<file path="src/rtl/sia_pkg.sv">
// Shared definitions for the SIA bit-serial receiver: frame FSM encoding and
// synchroniser reset levels (the line idles with RXD high, RXC low).
package sia_pkg;

  typedef enum logic [2:0] {
    ST_IDLE   = 3'd0,
    ST_START  = 3'd1,
    ST_DATA   = 3'd2,
    ST_PARITY = 3'd3,
    ST_STOP   = 3'd4
  } state_t;

  localparam logic RXD_RST = 1'b1;
  localparam logic RXC_RST = 1'b0;

endpackage

</file>
<file path="src/rtl/sia_receiver_v2_if.sv">
// Output word handshake of the SIA receiver. perr_o only exists when
// SIA_RX_PARITY_EN is defined.
interface sia_receiver_v2_if #(
  parameter int DATA_WIDTH = 16
) ();

  logic [DATA_WIDTH-1:0] dat_o;
  logic                  valid_o;
  logic                  ready_i;
  logic                  ferr_o;
  logic                  ovr_o;
`ifdef SIA_RX_PARITY_EN
  logic                  perr_o;
`endif

  modport master (
    input  ready_i,
    output dat_o, valid_o, ferr_o, ovr_o
`ifdef SIA_RX_PARITY_EN
    , perr_o
`endif
  );

  modport slave (
    output ready_i,
    input  dat_o, valid_o, ferr_o, ovr_o
`ifdef SIA_RX_PARITY_EN
    , perr_o
`endif
  );

endinterface

</file>
<file path="src/rtl/sia_sync.sv">
// STAGES-deep flop synchroniser for an asynchronous pad input; RST_VAL is the
// idle level of the line so reset does not fabricate an edge.
module sia_sync #(
  parameter int   STAGES  = 2,
  parameter logic RST_VAL = 1'b0
) (
  input  logic clk_i,
  input  logic reset_ni,
  input  logic d,
  output logic q
);

  logic [STAGES-1:0] ff_reg;

  always_ff @(posedge clk_i or negedge reset_ni) begin
    if (!reset_ni) begin
      ff_reg <= {STAGES{RST_VAL}};
    end else begin
      ff_reg <= {ff_reg[STAGES-2:0], d};
    end
  end

  assign q = ff_reg[STAGES-1];

endmodule

</file>
<file path="src/rtl/sia_receiver_v2.sv">
// SIA bit-serial receiver: synchronised RXD/RXC, start/stop framed FSM with
// edge resync, valid/ready output with overrun. Optional parity: SIA_RX_PARITY_EN.
module sia_receiver_v2
  import sia_pkg::*;
#(
  parameter int DATA_WIDTH  = 16,
  parameter int BAUD_WIDTH  = 32,
  parameter int BITS_WIDTH  = 5,
  parameter int SYNC_STAGES = 2
) (
  input  logic                  clk_i,
  input  logic                  reset_ni,
  input  logic [BITS_WIDTH-1:0] bits_i,
  input  logic [BAUD_WIDTH-1:0] baud_i,
  input  logic                  eedd_i,
  input  logic                  eedc_i,
  input  logic                  msbf_i,
  input  logic                  rxd_i,
  input  logic                  rxc_i,
`ifdef SIA_RX_PARITY_EN
  input  logic                  parity_en_i,
  input  logic                  parity_odd_i,
`endif
  output logic                  idle_o,
  output logic                  sample_to,
  sia_receiver_v2_if.master     rx
);

  localparam int NW = $clog2(DATA_WIDTH + 1);

  logic rxd_s, rxc_s, rxd_d_reg, rxc_d_reg;
  logic rxd_fall, resync;

  sia_sync #(.STAGES(SYNC_STAGES), .RST_VAL(RXD_RST)) u_sync_rxd (
    .clk_i(clk_i), .reset_ni(reset_ni), .d(rxd_i), .q(rxd_s)
  );
  sia_sync #(.STAGES(SYNC_STAGES), .RST_VAL(RXC_RST)) u_sync_rxc (
    .clk_i(clk_i), .reset_ni(reset_ni), .d(rxc_i), .q(rxc_s)
  );

  always_ff @(posedge clk_i or negedge reset_ni) begin
    if (!reset_ni) begin
      rxd_d_reg <= RXD_RST;
      rxc_d_reg <= RXC_RST;
    end else begin
      rxd_d_reg <= rxd_s;
      rxc_d_reg <= rxc_s;
    end
  end

  assign rxd_fall = rxd_d_reg & ~rxd_s;
  assign resync   = (eedd_i & (rxd_d_reg ^ rxd_s)) | (eedc_i & rxc_s & ~rxc_d_reg);

  state_t                state_reg, state_next;
  logic [BAUD_WIDTH-1:0] cnt_reg, cnt_next, baud_reg, baud_next;
  logic [NW-1:0]         n_reg, n_next, bitcnt_reg, bitcnt_next, n_in;
  logic                  msbf_reg, msbf_next;
  logic [DATA_WIDTH-1:0] shift_reg, shift_next, dat_reg, dat_next, ins_mask;
  logic                  valid_reg, valid_next, ferr_reg, ferr_next, ovr_reg, ovr_next;
  logic                  sample, done;
`ifdef SIA_RX_PARITY_EN
  logic                  par_en_reg, par_en_next, par_odd_reg, par_odd_next;
  logic                  par_bit_reg, par_bit_next, perr_reg, perr_next;
`endif

  assign n_in     = (32'(bits_i) > DATA_WIDTH) ? NW'(DATA_WIDTH) : NW'(bits_i);
  // LSB-first bits enter at position N-1 so the word ends up right-justified
  assign ins_mask = DATA_WIDTH'(1) << (n_reg - 1'b1);

  always_comb begin
    state_next  = state_reg;
    cnt_next    = cnt_reg;
    baud_next   = baud_reg;
    n_next      = n_reg;
    bitcnt_next = bitcnt_reg;
    msbf_next   = msbf_reg;
    shift_next  = shift_reg;
    dat_next    = dat_reg;
    valid_next  = valid_reg;
    ferr_next   = ferr_reg;
    ovr_next    = ovr_reg;
    sample      = 1'b0;
    done        = 1'b0;
`ifdef SIA_RX_PARITY_EN
    par_en_next  = par_en_reg;
    par_odd_next = par_odd_reg;
    par_bit_next = par_bit_reg;
    perr_next    = perr_reg;
`endif

    if (state_reg == ST_IDLE) begin
      if (n_in != '0 && rxd_fall) begin
        state_next = ST_START;
        cnt_next   = baud_i >> 1;
        baud_next  = baud_i;
        n_next     = n_in;
        msbf_next  = msbf_i;
        shift_next = '0;
`ifdef SIA_RX_PARITY_EN
        par_en_next  = parity_en_i;
        par_odd_next = parity_odd_i;
`endif
      end
    end else if (resync) begin
      // a resync edge swallows any sample that would have fallen on this cycle
      cnt_next = baud_reg >> 1;
    end else if (cnt_reg == '0) begin
      sample   = 1'b1;
      cnt_next = baud_reg;
      case (state_reg)
        ST_START: begin
          if (rxd_s) begin
            state_next = ST_IDLE;
          end else begin
            state_next  = ST_DATA;
            bitcnt_next = n_reg;
          end
        end
        ST_DATA: begin
          if (msbf_reg) shift_next = {shift_reg[DATA_WIDTH-2:0], rxd_s};
          else          shift_next = (shift_reg >> 1) | (rxd_s ? ins_mask : '0);
          bitcnt_next = bitcnt_reg - 1'b1;
          if (bitcnt_reg == NW'(1)) begin
`ifdef SIA_RX_PARITY_EN
            state_next = par_en_reg ? ST_PARITY : ST_STOP;
`else
            state_next = ST_STOP;
`endif
          end
        end
`ifdef SIA_RX_PARITY_EN
        ST_PARITY: begin
          par_bit_next = rxd_s;
          state_next   = ST_STOP;
        end
`endif
        ST_STOP: begin
          done       = 1'b1;
          state_next = ST_IDLE;
        end
        default: state_next = ST_IDLE;
      endcase
    end else begin
      cnt_next = cnt_reg - 1'b1;
    end

    if (done) begin
      dat_next   = shift_reg;
      valid_next = 1'b1;
      ferr_next  = ~rxd_s;
      ovr_next   = valid_reg & ~rx.ready_i;
`ifdef SIA_RX_PARITY_EN
      perr_next  = par_en_reg & ((^shift_reg ^ par_bit_reg) != par_odd_reg);
`endif
    end else if (valid_reg && rx.ready_i) begin
      valid_next = 1'b0;
      ferr_next  = 1'b0;
      ovr_next   = 1'b0;
`ifdef SIA_RX_PARITY_EN
      perr_next  = 1'b0;
`endif
    end
  end

  always_ff @(posedge clk_i or negedge reset_ni) begin
    if (!reset_ni) begin
      state_reg  <= ST_IDLE;
      cnt_reg    <= '0;
      baud_reg   <= '0;
      n_reg      <= '0;
      bitcnt_reg <= '0;
      msbf_reg   <= 1'b0;
      shift_reg  <= '0;
      dat_reg    <= '0;
      valid_reg  <= 1'b0;
      ferr_reg   <= 1'b0;
      ovr_reg    <= 1'b0;
`ifdef SIA_RX_PARITY_EN
      par_en_reg  <= 1'b0;
      par_odd_reg <= 1'b0;
      par_bit_reg <= 1'b0;
      perr_reg    <= 1'b0;
`endif
    end else begin
      state_reg  <= state_next;
      cnt_reg    <= cnt_next;
      baud_reg   <= baud_next;
      n_reg      <= n_next;
      bitcnt_reg <= bitcnt_next;
      msbf_reg   <= msbf_next;
      shift_reg  <= shift_next;
      dat_reg    <= dat_next;
      valid_reg  <= valid_next;
      ferr_reg   <= ferr_next;
      ovr_reg    <= ovr_next;
`ifdef SIA_RX_PARITY_EN
      par_en_reg  <= par_en_next;
      par_odd_reg <= par_odd_next;
      par_bit_reg <= par_bit_next;
      perr_reg    <= perr_next;
`endif
    end
  end

  assign idle_o     = (state_reg == ST_IDLE);
  assign sample_to  = sample;
  assign rx.dat_o   = dat_reg;
  assign rx.valid_o = valid_reg;
  assign rx.ferr_o  = ferr_reg;
  assign rx.ovr_o   = ovr_reg;
`ifdef SIA_RX_PARITY_EN
  assign rx.perr_o  = perr_reg;
`endif

endmodule

</file>
<file path="src/flat_wrapper.sv">
// flat-port wrapper written by rule: the top's interface ports become plain ports
module sia_receiver_v2_flat import sia_pkg::*;
#(
  parameter int DATA_WIDTH  = 16,
  parameter int BAUD_WIDTH  = 32,
  parameter int BITS_WIDTH  = 5,
  parameter int SYNC_STAGES = 2
)
  (clk_i, reset_ni, bits_i, baud_i, eedd_i, eedc_i, msbf_i, rxd_i, rxc_i, idle_o, sample_to, rx_ready_i, rx_dat_o, rx_valid_o, rx_ferr_o, rx_ovr_o);
  sia_receiver_v2_if #(.DATA_WIDTH(DATA_WIDTH)) rx_i ();
  input  logic clk_i;
  input  logic reset_ni;
  input  logic [BITS_WIDTH-1:0] bits_i;
  input  logic [BAUD_WIDTH-1:0] baud_i;
  input  logic eedd_i;
  input  logic eedc_i;
  input  logic msbf_i;
  input  logic rxd_i;
  input  logic rxc_i;
  output logic idle_o;
  output logic sample_to;
  input wire logic [$bits(rx_i.ready_i)-1:0] rx_ready_i;
  output wire logic [$bits(rx_i.dat_o)-1:0] rx_dat_o;
  output wire logic [$bits(rx_i.valid_o)-1:0] rx_valid_o;
  output wire logic [$bits(rx_i.ferr_o)-1:0] rx_ferr_o;
  output wire logic [$bits(rx_i.ovr_o)-1:0] rx_ovr_o;
  assign rx_i.ready_i = rx_ready_i;
  assign rx_dat_o = rx_i.dat_o;
  assign rx_valid_o = rx_i.valid_o;
  assign rx_ferr_o = rx_i.ferr_o;
  assign rx_ovr_o = rx_i.ovr_o;
  sia_receiver_v2 #(.DATA_WIDTH(DATA_WIDTH), .BAUD_WIDTH(BAUD_WIDTH), .BITS_WIDTH(BITS_WIDTH), .SYNC_STAGES(SYNC_STAGES)) u_core (.clk_i(clk_i), .reset_ni(reset_ni), .bits_i(bits_i), .baud_i(baud_i), .eedd_i(eedd_i), .eedc_i(eedc_i), .msbf_i(msbf_i), .rxd_i(rxd_i), .rxc_i(rxc_i), .idle_o(idle_o), .sample_to(sample_to), .rx(rx_i));
endmodule
</file>
<file path="config.mk">
export PLATFORM = sky130hd
export DESIGN_NAME = sia_receiver_v2_flat
export DESIGN_NICKNAME = d
export VERILOG_FILES = /design/src/rtl/sia_pkg.sv /design/src/rtl/sia_receiver_v2_if.sv /design/src/rtl/sia_sync.sv /design/src/rtl/sia_receiver_v2.sv /design/src/flat_wrapper.sv
export SDC_FILE = /design/constraint.sdc
export NUM_CORES = 1
export LEC_CHECK = 0
export CAP_MARGIN = 5
export CORE_MARGIN = 4
export CORE_UTILIZATION = 25
export DETAILED_ROUTE_END_ITERATION = 7
export GPL_ROUTABILITY_DRIVEN = 0
export PLACE_DENSITY = 0.45
export REMOVE_ABC_BUFFERS = 1
export SYNTH_ARGS = -nofsm -noshare
export SYNTH_HDL_FRONTEND = slang
export SYNTH_HIERARCHICAL = 1
export SYNTH_SLANG_ARGS = --single-unit
</file>
<file path="constraint.sdc">
create_clock -name clk_i -period 2.17 [get_ports clk_i]
set_input_delay 0.217 -clock clk_i [delete_from_list [all_inputs] [get_ports clk_i]]
set_output_delay 0.217 -clock clk_i [all_outputs]
set_load 0.01 [all_outputs]
</file>
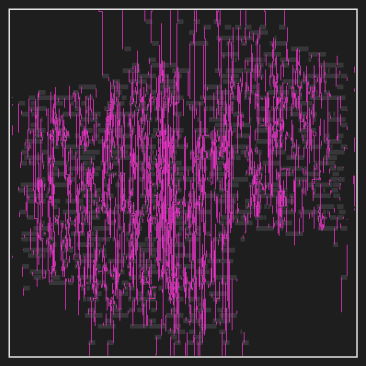
run_1/layer_met2.png
Drawn at 2 px/um. Cells faint in the background.
longest straight run: 67.3 um
nets with wire on the layer: 831
share of all routed wire: 49%

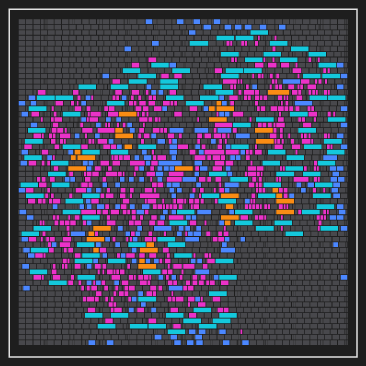
run_1/placement_by_type.png
Drawn at 2 px/um. Fill, decap, tap and diode cells in grey.
[orange] clock drivers and dummy loads | cells: 32 | share of their area: 6.0%
[magenta] combinational and other logic | cells: 572 | share of their area: 42%
[cyan] flops | cells: 119 | share of their area: 31%
[blue] other buffers and delay cells | cells: 217 | share of their area: 21%

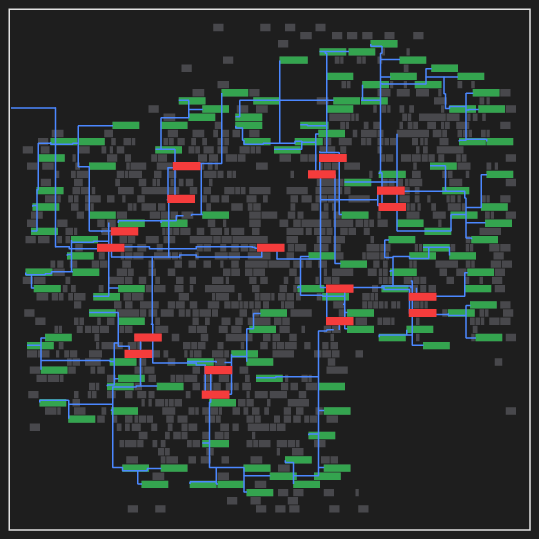
run_1/clk_routes.png
Drawn at 3 px/um.
[blue] clock wires | length: 2010 um
[red] clock drivers | count: 17
[green] flip-flops | count: 119
flops lie: all over the die
routed clock nets: 18

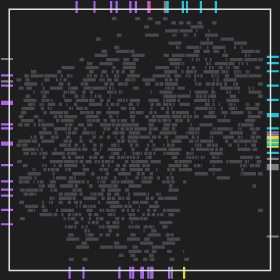
run_1/io_placement.png
Drawn at 1.5 px/um. Pins as bars across the die edge, other pins in grey.
[cyan] rx_dat_o | pins: 16 | direction: output | edge: 11 right, 5 top
[red] rxd_i | pins: 1 | direction: input | edge: top
[purple] baud_i | pins: 32 | direction: input | edge: 14 left, 10 bottom, 7 top, 1 right
[yellow] bits_i | pins: 5 | direction: input | edge: 4 right, 1 bottom
all pins by edge: 22 right, 16 left, 15 top, 13 bottom

==> notes.org, run 1 <==
#+TITLE: Synthesis and PnR summary

** Layout
- For this run, the post-layout net count is 977.
- Area of combinational cells with multiple inputs :: 0.00395 sq mm
- Between the synthesized netlist and the finished layout, the area growth was recorded as 48.7%.
- The number of antenna diodes in the final layout is 0.
- The finished cells cover 0.0101 sq mm.
- Counting the fill cells in the layout gives 2734.
- Cells fill 37.7% of the core in the end.

** Detailed routing
- Nets still carrying antenna violations after routing amount to 0.
- The routed design shows a wire length per standard cell of 18.5 um.
- Total number of vias :: 6470
- The first TritonRoute pass finished after 4 iterations.
- Dividing the detail-routed via count by the number of cells gives 5.05.
- Post-detailed-routing wire length :: 23700 um
- For this block, the initial DRC count from the detailed router was 311.

** Setup path
- Worst path max stage delay :: 0.54 ns
- Worst R2R Setup Slack :: -0.08 ns
- Crit path launch type :: register
- Along the worst path, the maximum fanout reaches 3.
- Grouping stages by cell kind, the critical path spends the most delay in simple AND/OR/NAND/NOR gates.
- Cell with the largest stage delay on the worst path :: sky130_fd_sc_hd__or4_4
- Cell breakdown of the critical path :: or4_4, or2_4, nor4_4, and2_4, buf_6
- Kind of end point of the critical path :: output port
- Worst reg2reg path depth :: 10
- The launch point of the worst register-to-register path is recorded as u_core/cnt_reg[19]$_DFFE_PN0P_.
- Worst Path Required :: 1.95 ns
- At the worst endpoint, the arrival time is 2.13 ns.

** Clocking
- After clock tree synthesis, the clock-pin slew on the worst setup and hold paths is 0.06 ns.
- In this run the number of H-tree levels came out at 4.
- CTS tree :: built
- Clock tree buffer depth :: 2
- Post-cts resize count :: 30
- The CTS log lists the clock sinks for this run as 119.
- Looking at the clock tree report, the root buffer type is sky130_fd_sc_hd__clkbuf_16.
- Per the skew report, the later register of the worst-skew pair sees a clock latency of 0.42 ns.
- The number of setup buffers added after CTS is 3.

** Power
- Leakage power figure :: 0.00446 uW
- Relative contribution of combinational cells to total power :: 46.1%
- The analysis reports a worst IR drop on VDD of 566 uV.
- The script computed a power per unit cell area of 1200 mW/mm^2.
- Switching part of the total power :: 39.0%
- Portion of total power attributed to sequential cells :: 30.5%
- The internal portion of the total power is 7430 uW.

** STA
- Final WS setup :: -0.181 ns
- The final hold violation count recorded for this run is 0.
- Setup repair after global routing missed its margin :: yes
- The clock arrives with 0.0128 ns of skew.
- Endpoints with negative setup slack in the final report add up to 24.
- Pin slew with the least headroom to its limit :: 0.600 ns
- The final layout reports a setup TNS of -0.865 ns.

** Yosys
- Area share of xor/xnor cells in the synthesized design :: 0.771%
- Area fraction in full adders, half adders and majority gates :: 0.918%
- The synthesized netlist was found by Yosys to have 738 cells.
- Syn avg cell area :: 9.23 sq um
- Most used flip-flop cell after synthesis :: sky130_fd_sc_hd__dfrtp_1
- Synthesis produced 738 cells.
- Number of synthesis warnings :: 6
- Among the non-sequential cells, AND-OR/OR-AND gates take the most area.
- After Yosys synthesis, and, or, nand and nor cells account for 20.5% of the synthesized area.
- After synthesis, the largest area contributor takes up 42.6% of total cell area.
- Total standard cell area after synthesis :: 0.00681 sq mm
- Compound-Gate Fraction of Synth Area :: 21.2%
- Async S/R FF share, synth :: 100%
- MUX area fraction :: 8.21%
- Largest area contributor in the netlist :: sky130_fd_sc_hd__dfrtp_1
- The share of the Yosys chip area taken by registers is 43.8%.
- After synthesis, the netlist uses 76 different library cells.
- Biggest area contributors in the synthesized netlist :: sky130_fd_sc_hd__dfrtp_1, sky130_fd_sc_hd__mux2_2, sky130_fd_sc_hd__a21oi_1
- Synthesized flop and latch total :: 119

** Floorplan
- According to the floorplan report, the die height is 173 um.
- The chip occupies 0.0300 sq mm.
- In the floorplan report the effective utilization is 25.4%.
- Die X-Extent :: 173 um
- Row count :: 60

** Outcome
- Outcome :: finished with violations
- The checks that failed: setup timing.

** Job
- The stage logs contain a warning count of 29.

** Placed design
- Note, the detailed placer reported a final HPWL of 17100 um.
- Cell area after placement :: 0.00881 sq mm
- In this run, placement finished with an instance count of 1228.

** Hold path
- Type of the tightest min-delay check :: in2reg
- Endpoint of the worst hold-timing path :: u_core/u_sync_rxd/ff_reg[0]$_DFF_PN1_
- Count of cells along the worst hold path :: 1

** GRT
- The number of antenna violations at the first check in global routing is 0.
==> run 1: cell usage after synthesis (17+ instances only) <==
master	count
sky130_fd_sc_hd__dfrtp_1	116
sky130_fd_sc_hd__o21ai_0	47
sky130_fd_sc_hd__nand2_1	59
sky130_fd_sc_hd__o21ai_1	17
sky130_fd_sc_hd__o22ai_1	23
sky130_fd_sc_hd__a21oi_1	54
sky130_fd_sc_hd__inv_1	29
sky130_fd_sc_hd__nand3_1	21
sky130_fd_sc_hd__nor3_1	25
sky130_fd_sc_hd__clkbuf_1	33
sky130_fd_sc_hd__nor2_1	49
sky130_fd_sc_hd__mux2_2	39
==> run 1: cell usage in the layout, fill, tap and decap left out, types with 11 or more instances in the layout <==
cell type and count:
sky130_fd_sc_hd__or3_1 11, sky130_fd_sc_hd__o22ai_2 15, sky130_fd_sc_hd__buf_12 13, sky130_fd_sc_hd__inv_1 27, sky130_fd_sc_hd__o21ai_0 46, sky130_fd_sc_hd__buf_4 123, sky130_fd_sc_hd__nand3_1 18, sky130_fd_sc_hd__buf_6 13
sky130_fd_sc_hd__mux2i_1 12, sky130_fd_sc_hd__clkdlybuf4s50_1 62, sky130_fd_sc_hd__mux2_2 39, sky130_fd_sc_hd__nor2_1 48, sky130_fd_sc_hd__a21oi_1 50, sky130_fd_sc_hd__nor3_1 18, sky130_fd_sc_hd__o21ai_1 17, sky130_fd_sc_hd__dfrtp_1 116
sky130_fd_sc_hd__nand2_1 57, sky130_fd_sc_hd__nand4_1 16, sky130_fd_sc_hd__clkbuf_16 20
==> run 1: worst max path at each step <==
stage / startpoint / to / depth (start not counted)
2_1_floorplan: u_core/rxd_d_reg$_DFF_PN1_ / u_core/shift_reg[10]$_DFFE_PN0P_ / 6
3_3_place_gp: u_core/cnt_reg[26]$_DFFE_PN0P_ / sample_to / 5
3_5_place_dp: u_core/cnt_reg[26]$_DFFE_PN0P_ / sample_to / 5
4_1_cts: u_core/cnt_reg[24]$_DFFE_PN0P_ / sample_to / 5
5_1_grt: u_core/cnt_reg[24]$_DFFE_PN0P_ / sample_to / 5
6_report: u_core/cnt_reg[24]$_DFFE_PN0P_ / sample_to / 5
==> run 1: power by group through the flow <==
stage          logic (uW)  clock network [uW]  registers [uW]
5_1_grt              6130                3050            3820
3_3_place_gp         4860                   0            3700
2_1_floorplan        2640                   0            3620
3_5_place_dp         4880                   0            3710
6_report             5620                2850            3720
4_1_cts              5070                2940            3680
==> run 1: routing by layer <==
metal,GRT usage (%),vias up,routed length [um]
li1,-,3152,-
met2,26.1,109,11700
met1,20.4,3186,10900
met4,3.53,0,314
met3,2.54,23,785
met5,0,-,0
==> run 1: final cells by class <==
| class | count | share of cell area (%) |
|---|---|---|
| multi-input combinational | 542 | 38.9 |
| clock inverter | 15 | 1.58 |
| inverter | 30 | 1.14 |
| timing repair buffer | 217 | 20.5 |
| tap | 341 | 4.21 |
| sequential | 119 | 29.4 |
| clock buffer | 17 | 4.20 |
## Run 2: what changed since run 1
- MAX_ROUTING_LAYER: unset -> met4
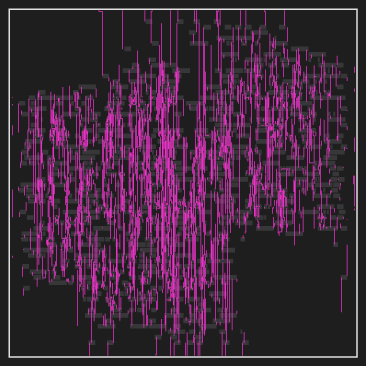
run_2/layer_met2.png
Drawn at 2 px/um. Cells faint in the background.
share of all routed wire: 49%
wire length on this layer: 11700 um
main direction: vertical

==> run 2 against run 1 <==
  * The run still ends with setup timing left
  * Highest routed layer unchanged
  * Sequential share of layout area did not move
  * Utilization unchanged
  * Sequential power about the same
  * Register-to-register slack about the same
==> notes.org, run 2 <==
#+TITLE: Synthesis and PnR summary

** Outcome
- Outcome :: finished with violations
- The final reports fail on setup timing.

** Detailed routing
- The first-iteration detailed-routing DRC count came to 327 (+5.1%).
- Routed vias/inst :: 5.06 (+0.28%)
- The total iterations of the first detailed-routing run came to 5 (+1).
- Total number of vias :: 6488 (+0.28%)
- Antenna-violating nets left :: 0 (unchanged)

** Yosys
- For reference, the top logic cell family by area is AND-OR/OR-AND gates.
- The share of synthesized cell area in full adder, half adder and majority cells is 0.918% (unchanged).
- Sequential fraction of the synthesis area :: 43.8% (unchanged)
- Yosys stat cell total :: 738 (unchanged)
- Unique cell types :: 76 (unchanged)
- The post-synthesis share of cell area spent on xor and xnor gates came to 0.771% (unchanged).
- The area fraction in and, or, nand and nor cells after synthesis came to 20.5% (unchanged).
- Syn avg cell area :: 9.23 sq um (unchanged)
- Total standard cell area after synthesis :: 0.00681 sq mm (unchanged)
- The multiplexer fraction of the synthesized cell area came to 8.21% (unchanged).
- Number of synthesis warnings :: 6 (unchanged)
- The instance tally after logic synthesis was 738 (unchanged).
- Synthesized flop and latch total :: 119 (unchanged)
- The synthesized-area fraction occupied by ao, oa, aoi and oai cells is 21.2% (unchanged).

** Setup path
- Cell breakdown of the critical path :: or4_4, or2_4, nor4_4, and2_4, buf_6
- Number of gates on the worst path with buffers counted :: 5 (unchanged)
- Worst-path fanout max :: 3 (unchanged)
- Worst Path Required :: 1.95 ns (about the same)
- Kind of end point of the critical path :: output port
- Worst path max stage delay :: 0.54 ns (about the same)
- The worst setup path is launched from a register.
- Worst reg2reg path depth :: 10 (unchanged)
- Arrival time of the worst setup path :: 2.12 ns (about the same)

** STA
- Setup repair after global routing missed its margin :: yes
- The worst clock skew was 0.0136 ns (+0.000807 ns).
- The final worst slack was -0.171 ns (+0.00989 ns).
- Pin slew with the least headroom to its limit :: 0.610 ns (+0.00987 ns)
- Final Hold Violating Endpoints :: 0 (unchanged)
- Setup-failing EPs final :: 23 (-4.2%)

** Power
- Portion of total power attributed to sequential cells :: 30.5% (about the same)
- The worst supply voltage drop on vdd was 568 uV (+0.29%).
- Switching part of the total power :: 39.1% (+0.049 points)
- The fraction of power consumed by combinational cells is 46.1% (about the same).
- The leakage power figure came to 0.00446 uW (unchanged).
- Power density normalized to cell area :: 1200 mW/mm^2 (about the same)

** Floorplan
- FP Core Util :: 25.4% (unchanged)
- The width of the die came to 173 um (unchanged).
- Row count :: 60 (unchanged)
- The overall die height came to 173 um (unchanged).

** Hold path
- Count of cells along the worst hold path :: 1 (unchanged)
- Type of the tightest min-delay check :: in2reg

** Job
- The total number of warnings across the stage logs is 29 (unchanged).

** Layout
- The layout overhead on the synthesized area is 48.7% (unchanged).
- Leaving out fill and tap cells, the most frequent cell in the layout is sky130_fd_sc_hd__buf_4.
- The final net count came to 977 (unchanged).
- The most common logic cells in the final layout are sky130_fd_sc_hd__buf_4, sky130_fd_sc_hd__dfrtp_1, sky130_fd_sc_hd__clkdlybuf4s50_1, sky130_fd_sc_hd__nand2_1, sky130_fd_sc_hd__a21oi_1.

** Clocking
- CTS tree :: built
- Clk ins delay skew pair :: 0.42 ns (about the same)
- Clock transition time at the flip-flop clock pins of the worst setup and hold paths :: 0.07 ns (about the same)
- Clock tree buffer depth :: 2 (unchanged)
- CTS H-Tree Depth :: 4 (unchanged)

** Placed design
- Post-detail-place hpwl :: 17100 um (unchanged)

** GRT
- The number of antenna violations at the first check in global routing is 0 (unchanged).
==> run 2: cell counts in the layout (fill, tap and decap cells not counted) <==
Identical to the previous run, type by type.
==> run 2: path summary, 6_finish.rpt <==
kind	slack [ns]	end	startpoint
worst min-delay path	0.20	u_core/u_sync_rxd/ff_reg[0]$_DFF_PN1_	rxd_i
max in group asynchronous	1.29	u_core/rxd_d_reg$_DFF_PN1_	reset_ni
worst min register to register	0.35	u_core/u_sync_rxc/ff_reg[1]$_DFF_PN0_	u_core/u_sync_rxc/ff_reg[0]$_DFF_PN0_
min in group asynchronous	0.26	u_core/rx.dat_o[12]$_DFFE_PN0P_	reset_ni
worst max-delay path	-0.17	sample_to	u_core/cnt_reg[24]$_DFFE_PN0P_
worst max register to register	-0.07	u_core/cnt_reg[19]$_DFFE_PN0P_	u_core/cnt_reg[19]$_DFFE_PN0P_
==> run 2: logic make-up (layout without fill, tap and decap cells) <==
| logic type | after synthesis | count (layout) |
|---|---|---|
| xor gates and xnor gates | 6 | 6 |
| AOI/OAI and AO/OA | 225 | 225 |
| buffers and inverters | 77 | 279 |
| adders and majority gates | 5 | 5 |
| and+or+nand+nor | 255 | 255 |
| DFF | 119 | 119 |
| muxes | 51 | 51 |
==> run 2: routing by layer <==
metal  wire, um  GRT usage [%]
met1      10900           20.3
met2      11700           26.1
met3        825           2.51
met4        305           3.62
met5          0              -
==> run 2: area by class of cell <==
cell class	instances	area, sq um
Timing Repair Buffer	217	2080
Clock buffer	17	425
Multi-Input combinational cell	542	3950
Fill cell	2734	16700
Tap cell	341	427
Inverter	30	115
Sequential cell	119	2980
Clock inverter	15	160
==> run 2: worst register-to-register path, cell delays in order, from the launching register on <==
cell and delay (ns):
sky130_fd_sc_hd__dfrtp_1 0.39, sky130_fd_sc_hd__nor3_2 0.18, sky130_fd_sc_hd__buf_4 0.14, sky130_fd_sc_hd__nand4_1 0.21
sky130_fd_sc_hd__buf_4 0.21, sky130_fd_sc_hd__buf_6 0.12, sky130_fd_sc_hd__buf_6 0.12, sky130_fd_sc_hd__o31ai_4 0.36
sky130_fd_sc_hd__buf_12 0.17, sky130_fd_sc_hd__a21oi_1 0.04, sky130_fd_sc_hd__o22a_1 0.19
==> run 2: stage by stage <==
stage	setup WS [ns]	instance area (sq um)	TNS, ns	instances	hold slack (ns)
2_1_floorplan	-1.85	6610	-128.51	691	-0.0786
3_3_place_gp	-0.311	8810	-1.79	1228	0.153
3_5_place_dp	-0.315	8810	-2.88	1228	0.156
4_1_cts	-0.175	9590	-0.175	1265	0.189
5_1_grt	-0.264	10100	-4.23	1281	0.186
6_report	-0.171	10100	-0.788	1281	0.202
==> run 2: power by group through the flow <==
| stage | registers, uW | logic, uW | clock network, uW |
|---|---|---|---|
| CTS | 3680 | 5070 | 2940 |
| detailed placement | 3710 | 4880 | 0 |
| global placement | 3700 | 4860 | 0 |
| floorplan | 3620 | 2640 | 0 |
| global route | 3820 | 6130 | 3050 |
| finish | 3710 | 5620 | 2860 |
==> run 2: timing repair <==
item	CTS	global route
hold endpoints to repair	21	0
resized	30	70
setup buffers	3	14
gates cloned	1	3
hold buffers	1	0
pin swaps	9	35
endpoints found under the setup margin	50	54
Power figures rest on the tool's default switching activity, not on a simulated workload.
